--- config.mk ---
export PLATFORM = sky130hd
export DESIGN_NAME = split_tmo
export DESIGN_NICKNAME = d
export VERILOG_FILES = /design/src/rtl/split_tmo.sv
export SDC_FILE = /design/constraint.sdc
export NUM_CORES = 1
export LEC_CHECK = 0
export CAP_MARGIN = 5
export CORE_AREA = 2 2 210 212
export CTS_BUF_LIST = sky130_fd_sc_hd__clkbuf_4
export CTS_CLUSTER_SIZE = 25
export DETAILED_ROUTE_END_ITERATION = 12
export DIE_AREA = 0 0 212 214
export PLACE_DENSITY_LB_ADDON = 0.15
export SLEW_MARGIN = 10
export SYNTH_ARGS = -nofsm -noshare
export SYNTH_HDL_FRONTEND = slang
export SYNTH_SLANG_ARGS = --single-unit
--- constraint.sdc ---
create_clock -name clk -period 2.4 [get_ports clk]
set_clock_uncertainty 0.15 [all_clocks]
set_input_delay 0.36 -clock clk [delete_from_list [all_inputs] [get_ports clk]]
set_output_delay 0.36 -clock clk [all_outputs]
set_load 0.1 [all_outputs]
--- src/rtl/split_tmo.sv ---
// Registered single-master splitter: routes one request to a slave chosen by an
// address field, answers unmapped selects with an error and aborts hung slaves.
module split_tmo #(
  parameter int                ADDR_W      = 32,
  parameter int                DATA_W      = 32,
  parameter int                N_SLAVES    = 4,
  parameter int                P_SLAVES    = 31,
  parameter int                TIMEOUT_CYC = 1024,
  parameter logic [DATA_W-1:0] ERR_DATA    = DATA_W'(32'hDEADBEEF),
  localparam int               STRB_W      = DATA_W / 8,
  localparam int               REQ_W       = 1 + ADDR_W + DATA_W + STRB_W,
  localparam int               RESP_W      = DATA_W + 1
) (
  input  logic                         clk,
  input  logic                         rst,
  input  logic [REQ_W-1:0]             m_req,
  output logic [RESP_W-1:0]            m_resp,
  output logic [N_SLAVES*REQ_W-1:0]    s_req,
  input  logic [N_SLAVES*RESP_W-1:0]   s_resp,
  input  logic                         err_clr,
  output logic                         err,
  output logic                         err_tmo,
  output logic [ADDR_W-1:0]            err_addr
);

  localparam int              SEL_W    = (N_SLAVES > 1) ? $clog2(N_SLAVES) : 1;
  localparam int              CNT_W    = (TIMEOUT_CYC > 1) ? $clog2(TIMEOUT_CYC) : 1;
  localparam logic [SEL_W:0]  N_MAP    = (SEL_W + 1)'(N_SLAVES);
  localparam logic [CNT_W-1:0] CNT_LAST = CNT_W'((TIMEOUT_CYC > 0) ? TIMEOUT_CYC - 1 : 0);
  localparam bit              TMO_EN   = (TIMEOUT_CYC != 0);

  typedef enum logic [1:0] {IDLE, FWD, ERR, RESP} state_t;

  state_t              state, state_n;
  logic [ADDR_W-1:0]   addr_q;
  logic [DATA_W-1:0]   wdata_q;
  logic [STRB_W-1:0]   wstrb_q;
  logic [CNT_W-1:0]    cnt;
  logic [DATA_W-1:0]   rdata_q;

  logic                m_valid;
  logic [ADDR_W-1:0]   m_addr;
  logic [DATA_W-1:0]   m_wdata;
  logic [STRB_W-1:0]   m_wstrb;
  logic [SEL_W-1:0]    sel_in, sel_q;
  logic                in_mapped;
  logic                slv_ready;
  logic [DATA_W-1:0]   slv_rdata;
  logic                tmo_hit;
  logic                err_evt, evt_tmo;

  assign m_valid   = m_req[REQ_W-1];
  assign m_addr    = m_req[REQ_W-2 -: ADDR_W];
  assign m_wdata   = m_req[STRB_W +: DATA_W];
  assign m_wstrb   = m_req[STRB_W-1:0];
  assign sel_in    = m_addr[P_SLAVES -: SEL_W];
  assign sel_q     = addr_q[P_SLAVES -: SEL_W];
  assign in_mapped = ({1'b0, sel_in} < N_MAP);
  assign tmo_hit   = TMO_EN && (cnt == CNT_LAST);

  // Slave request fan-out and response select are driven only from registered state.
  always_comb begin
    s_req     = '0;
    slv_ready = 1'b0;
    slv_rdata = '0;
    for (int unsigned k = 0; k < N_SLAVES; k++) begin
      if (sel_q == SEL_W'(k)) begin
        slv_ready = s_resp[k*RESP_W];
        slv_rdata = s_resp[k*RESP_W+1 +: DATA_W];
        if (state == FWD)
          s_req[k*REQ_W +: REQ_W] = {1'b1, addr_q, wdata_q, wstrb_q};
      end
    end
  end

  always_comb begin
    state_n = state;
    err_evt = 1'b0;
    evt_tmo = 1'b0;
    case (state)
      IDLE: if (m_valid) state_n = in_mapped ? FWD : ERR;
      FWD: begin
        if (slv_ready) begin
          state_n = RESP;
        end else if (tmo_hit) begin
          state_n = RESP;
          err_evt = 1'b1;
          evt_tmo = 1'b1;
        end
      end
      ERR: begin
        state_n = RESP;
        err_evt = 1'b1;
      end
      RESP:    state_n = IDLE;
      default: state_n = IDLE;
    endcase
  end

  always_ff @(posedge clk or negedge rst) begin
    if (!rst) begin
      state    <= IDLE;
      addr_q   <= '0;
      wdata_q  <= '0;
      wstrb_q  <= '0;
      cnt      <= '0;
      rdata_q  <= '0;
      err      <= 1'b0;
      err_tmo  <= 1'b0;
      err_addr <= '0;
    end else begin
      state <= state_n;
      case (state)
        IDLE: begin
          if (m_valid) begin
            addr_q  <= m_addr;
            wdata_q <= m_wdata;
            wstrb_q <= m_wstrb;
            cnt     <= '0;
          end
        end
        FWD: begin
          if (slv_ready)    rdata_q <= slv_rdata;
          else if (tmo_hit) rdata_q <= ERR_DATA;
          else              cnt     <= cnt + 1'b1;
        end
        ERR:     rdata_q <= ERR_DATA;
        default: ;
      endcase
      // A fresh error outranks a simultaneous clear.
      if (err_evt) begin
        err      <= 1'b1;
        err_tmo  <= evt_tmo;
        err_addr <= addr_q;
      end else if (err_clr) begin
        err      <= 1'b0;
        err_tmo  <= 1'b0;
        err_addr <= '0;
      end
    end
  end

  assign m_resp = {rdata_q, (state == RESP)};

endmodule

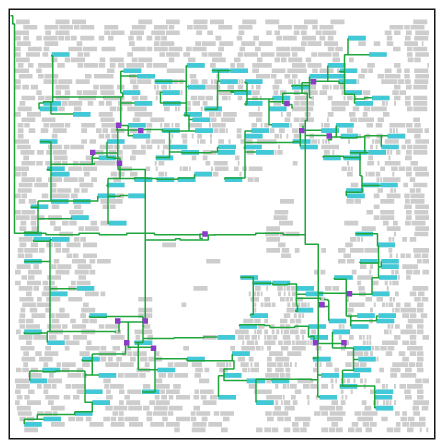
run_1/clock_wires.png
[clock-net drivers] purple | count: 17
[clock wires] green | length: 2580 um
[flip-flops] cyan | count: 146
routed clock nets	18
flops lie	all over the die
Clock power frac: 5.9%
clk_lat worst skew: 600 ps
Clock Power: 1.81 mW

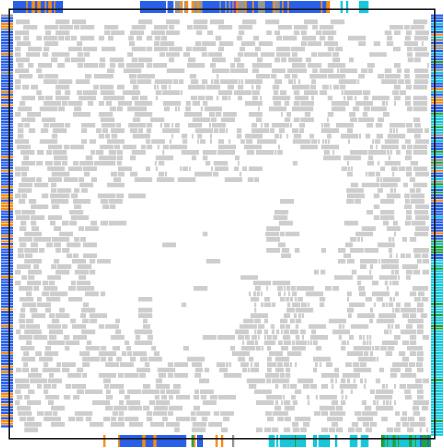
run_1/pinout.png
Pins as bars across the die edge, other pins in grey.
port	colour	pins	direction	edge
s_resp	cyan	132	input	79 right, 46 bottom, 7 top
s_req	blue	276	output	118 left, 79 top, 42 right, 37 bottom
err	purple	1	output	top
m_req	orange	69	input	31 left, 22 top, 9 bottom, 7 right
m_resp	green	33	output	18 right, 15 bottom
all pins by edge	155 right, 152 left, 132 top, 108 bottom
die height: 214 um
die width: 212 um
count of input and output buffers: 542

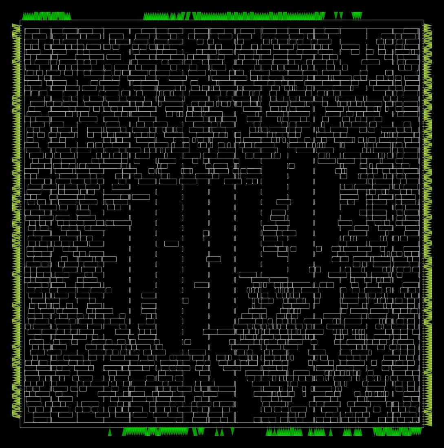
run_1/placed.png
Tapcells: 585
row count: 76
Post-Layout Cell Count: 2066

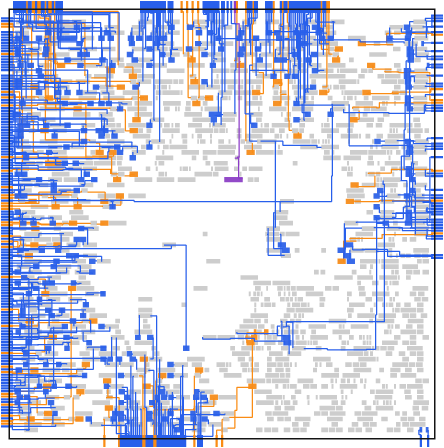
run_1/port_trees.png
port	colour	bits	direction	edge	end cells	buffers	wire
err	purple	1	output	top	1	1	90.1 um
s_req	blue	276	output	118 left, 79 top, 42 right, 37 bottom	276	285	9580 um
m_req	orange	69	input	31 left, 22 top, 9 bottom, 7 right	72	70	3070 um
# IOs: 547

==> results.json, run 1 <==
{
  "seq-power_mw": 5.12,
  "cts_buffers": 17,
  "power_density_mw_per_mm2": 1550,
  "busiest_layer": "met2",
  "nNetsFinal": 1676,
  "relSlewSlack_pct": 64.2,
  "report.final.slew_viol_count": 0,
  "synth.distinct_cells": 51,
  "fin_crit_ps": 2760,
  "start_kind": "flip-flop",
  "pg_comb_mw": 23.6,
  "cts_buffer_depth": 2,
  "ant_nets": 0,
  "finalSetupViolCount": 269,
  "top_area_cell": "dfrtp_1",
  "dp_worst_setup_slack_ps": 98.2,
  "regToRegStartpoint": "state[1]",
  "syn_to_final_growth_pct": 125,
  "track_usage_pct": 20.1,
  "htreeDepth": 4,
  "clkTransAtPathRegs_ps": 140,
  "simple_gate_area_share_pct": 26.7,
  "seq_area_mm2": 0.00366,
  "grt_max_degree": 65,
  "path_class": "reg2out",
  "dieArea_mm2": 0.0454,
  "synthCells": 875,
  "cts_tree": "built",
  "root_buffer": "clkbuf_4",
  "setup_slack_ps": -360,
  "max_cap_viol_count": 0,
  "crit_fanout": 5,
  "period_used_pct": 115,
  "hold_class": "in2async",
  "drt-wirelength-per-cell_um": 22.8,
  "cts_sinks": 146,
  "power_switching_mw": 17.7,
  "drc_errors": 0,
  "hold_viol_final": 0,
  "grt_overflow": 0,
  "endpoint_kind": "output port",
  "dpl.hpwl_um": 34700,
  "tool_warnings": 33,
  "cp.arrival_ps": 2250,
  "netlist_area_mm2": 0.00875,
  "cp_data_required_time_ps": 1890,
  "grtUsageMet2_pct": 33.8,
  "mostFrequentLayoutCells": "buf_12 (302), and2_4 (237), clkdlybuf4s50_1 (202)",
  "tightest_slew_ps": 535,
  "drtIter0Drc": 342,
  "max_freq_mhz": 362,
  "synthMuxAreaShare_pct": 17.7,
  "peakVddDrop_mv": 0.566,
  "worstSetupEndpoint": "s_req[181]",
  "pwr-share-seq_pct": 16.8,
  "met3_wirelength_um": 4740,
  "grt_use_met3_pct": 8.62,
  "fa_ha_area_share_pct": 0.858,
  "comb_area_mm2": 0.00536,
  "gp_congestion": 0.829,
  "synth-edff-count": 0,
  "firstDrtPassIters": 4,
  "p_int_mw": 12.8,
  "first_global_vias": 9463,
  "ys_async_sr_fraction_pct": 100,
  "crit_start": "state[1]",
  "yosys.area.top_type_share_pct": 41.8,
  "seq_area_frac_synth_pct": 41.8,
  "synthTopCellsByArea": "dfrtp_1 (42%), and2_1 (19%), mux2_2 (8.9%)",
  "top_logic_kind": "simple AND/OR/NAND/NOR gates",
  "fill_cells": 3942,
  "ff_type": "dfrtp_1",
  "layout_top_cell": "buf_12",
  "common_cells": "and2_1 (266), dfrtp_1 (146), nand2_1 (76)",
  "switching_share_pct": 58.0,
  "power_leakage_nw": 8.32,
  "routed_wl_um": 47100,
  "met1_usage_pct": 23.2,
  "antenna_found_initial": 5,
  "combPwrFrac_pct": 77.3,
  "ys_cells": 875,
  "wl_met2_um": 22700,
  "ys.flops": 146,
  "synth.most_common_cell": "and2_1",
  "rsz0062_at_grt": "true",
  "core_area_mm2": 0.0429,
  "reg2reg_slack_ps": 230,
  "initCoreUtil_pct": 20.4,
  "top_layer": "met5",
  "ys_warn_count": 0,
  "reg2regPathDepth": 9,
  "routedLengthMet1_um": 18800,
  "synth.avg_cell_area_um2": 10.0,
  "ys_sh_xor_pct": 0.200,
  "synth.cellmix.compoundShare_pct": 7.09,
  "outcome": "finished with violations",
  "vias": 8821,
  "failed_checks": "negative setup slack",
  "grt_pass1_wl_um": 66300,
  "power.group.top": "combinational cells",
  "postLayoutCellArea_mm2": 0.0197,
  "viasPerCell": 4.27,
  "r2r-end": "cnt[3]",
  "place_area_mm2": 0.0184,
  "post_route_cells_drive_above_1_share_pct": 58.4,
  "yosys_area_mm2": 0.00875
}
## run 1: stage by stage
stage / utilization (%) / total power [mW] / TNS [ps] / std cells / hold WS (ps)
global route: 45.9 / 31.8 / -116740 / 2065 / 85.4
floorplan: - / 19.6 / -648 / 878 / -85.6
detailed placement: 42.9 / 27.6 / 0 / 1989 / 186
finish: 45.9 / 30.5 / -77350 / 2066 / 115
CTS: 44.9 / 30.2 / -102620 / 2049 / 54.2
global placement: 42.9 / 27.5 / 0 / 1989 / 191
## run 1: timing repair
action | in CTS | in global routing
hold buffers | 1 | 0
buffers inserted | 23 | 7
endpoints found under the setup margin | 272 | 277
hold endpoints to repair | 146 | 0
pin swaps | 3 | 3
gates cloned | 6 | 10
resized | 68 | 70
## run 1: cell type report
class                           instances  share of cell area [%]
Timing Repair Buffer                  643                    48.1
Multi-Input combinational cell        618                    27.2
Sequential cell                       146                    18.6
Tap cell                              585                    3.72
Clock inverter                         15                   0.922
Inverter                               40                   0.763
Clock buffer                           17                   0.648
Antenna cell                            2                  0.0254
## run 1: registers in the layout, indices dropped and copies added (netlist names), 2 cells and up
| signal | count |
|---|---|
| addr_q | 32 |
| err_addr | 32 |
| rdata_q | 32 |
| wdata_q | 32 |
| cnt | 10 |
| wstrb_q | 4 |
| state | 2 |
## run 1: critical path: stages, from the launching register on
cell       delay (ps)
dfrtp_1           410
inv_2              80
ha_4              180
nand2b_4           90
nor2_4            140
buf_12            150
buf_12            140
clkbuf_16         140
and2_4            140
buf_12            170
## run 1: cells by family after synthesis
logic type,Yosys count
buffers and inverters,114
other,1
AOI/OAI and AO/OA,86
and+or+nand+nor,415
DFF,146
adders and majority gates,6
muxes,105
xor gates and xnor gates,2
==> run 2: changes to the inputs <==
--- a/config.mk
+++ b/config.mk
@@ -12,7 +12,7 @@
 export DETAILED_ROUTE_END_ITERATION = 12
 export DIE_AREA = 0 0 212 214
 export PLACE_DENSITY_LB_ADDON = 0.15
-export SLEW_MARGIN = 10
+export SLEW_MARGIN = 40
 export SYNTH_ARGS = -nofsm -noshare
 export SYNTH_HDL_FRONTEND = slang
 export SYNTH_SLANG_ARGS = --single-unit
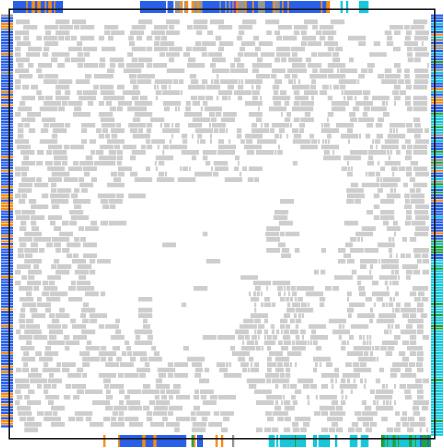
run_2/pinout.png
Pins as bars across the die edge, other pins in grey.

==> results.json, run 2 <==
{
  "num_rows": 76,
  "finalSetupViolCount": 269,
  "viasPerCell": 4.27,
  "fill_cells": 3942,
  "ff_type": "dfrtp_1",
  "path_cells": "inv_2, ha_4, nand2b_4, nor2_4, buf_12, buf_12, clkbuf_16, and2_4, buf_12",
  "tightest_slew_ps": 535,
  "dp.cells": 1989,
  "endpoint_kind": "output port",
  "grt_max_degree": 65,
  "syn_to_final_growth_pct": 125,
  "max_freq_mhz": 362,
  "grt_pass1_wl_um": 66300,
  "ys_cells": 875,
  "post_route_cells_drive_above_1_share_pct": 58.4,
  "top_layer": "met5",
  "fin_tns_setup_ps": -77350,
  "synth.most_common_cell": "and2_1",
  "nNetsFinal": 1676,
  "dieArea_mm2": 0.0454,
  "inverters_excl_clock": 40,
  "postLayoutCellArea_mm2": 0.0197,
  "flop-count": 146,
  "clkbuf_count": 17,
  "comb_area_mm2": 0.00536,
  "peakVddDrop_mv": 0.566,
  "gp_congestion": 0.829,
  "hold_viol_final": 0,
  "max_cap_viol_count": 0,
  "power_leakage_nw": 8.32,
  "antennaDiodeCount": 2,
  "synthCells": 875,
  "layout_top_cell": "buf_12",
  "routedLengthMet1_um": 18800,
  "seq_area_mm2": 0.00366,
  "worst-path-buf-inv": 5,
  "area_dominant_class": "non-clock buffers",
  "port_buffers": 542,
  "place_area_mm2": 0.0184,
  "core_area_mm2": 0.0429,
  "vias": 8821,
  "initCoreUtil_pct": 20.4,
  "netlist_area_mm2": 0.00875,
  "outcome": "finished with violations",
  "routed_wl_um": 47100,
  "failed_checks": "negative setup slack",
  "top_area_cell": "dfrtp_1",
  "mostFrequentLayoutCells": "buf_12 (302), and2_4 (237), clkdlybuf4s50_1 (202)",
  "buf_share_pct": 48.1,
  "cpPeakStageDelay_ps": 410,
  "logic_gates": 618,
  "ys.flops": 146,
  "firstDrtPassIters": 4,
  "cp.arrival_ps": 2250,
  "yosys.area.top_type_share_pct": 41.8,
  "first_global_vias": 9463,
  "setup_slack_ps": -360,
  "reg2reg_slack_ps": 230,
  "met3_wirelength_um": 4740,
  "reg2regPathDepth": 9,
  "slowest_stage": "dfrtp_1",
  "chipWidth_um": 212,
  "n_tap_cell": 585
}
## run 2: cell counts after synthesis
Identical to the previous run, type by type.
## run 2: kinds of logic (layout without fill, tap and decap cells)
family,count (synthesis),in the layout,share of synthesized area (%)
compound gates,86,86,7.09
fa+ha+maj,6,6,0.858
buf+inv,114,715,5.62
mux,105,105,17.7
simple gates,415,415,26.7
flops,146,146,41.8
other cells,1,6,0.0429
xor+xnor,2,2,0.200
## run 2: routing by layer
metal  up-vias  track usage [%]
li1       4104                -
met1      4299             23.2
met2       373             33.8
met3        41             8.62
met4         4             5.28
met5         -                0
## run 2: worst register-to-register path, delay by kind of cell, from the launching register on
| family | cells | cell delay, ps |
|---|---|---|
| AND-OR/OR-AND | 1 | 220 |
| AND/OR/NAND/NOR | 3 | 620 |
| buffers and inverters | 3 | 340 |
| flip-flops | 1 | 410 |
| multiplexers | 1 | 180 |
| adder cells (fa/ha/maj) | 1 | 180 |
## run 2: where the power goes
group / internal (mW) / leakage (nW) / switching (mW)
Clock: 0.731 / 0.160 / 1.08
Combinational: 8.42 / 6.36 / 15.1
Sequential: 3.65 / 1.81 / 1.47
Total: 12.8 / 8.32 / 17.7
## run 2: through the flow
stage	setup slack [ps]	utilization, %	power (mW)
finish	-360	45.9	30.5
global route	-501	45.9	31.8
CTS	-447	44.9	30.2
detailed placement	98.2	42.9	27.6
global placement	84.0	42.9	27.5
floorplan	-289	-	19.6
## run 2: repair_timing
item,in CTS,in global routing
cloned,6,10
hold endpoints to repair,146,0
setup endpoints to repair,272,277
buffers inserted,23,7
resized,68,70
pin swaps,3,3
hold buffers,1,0
Power is estimated from default activity; no workload was simulated.
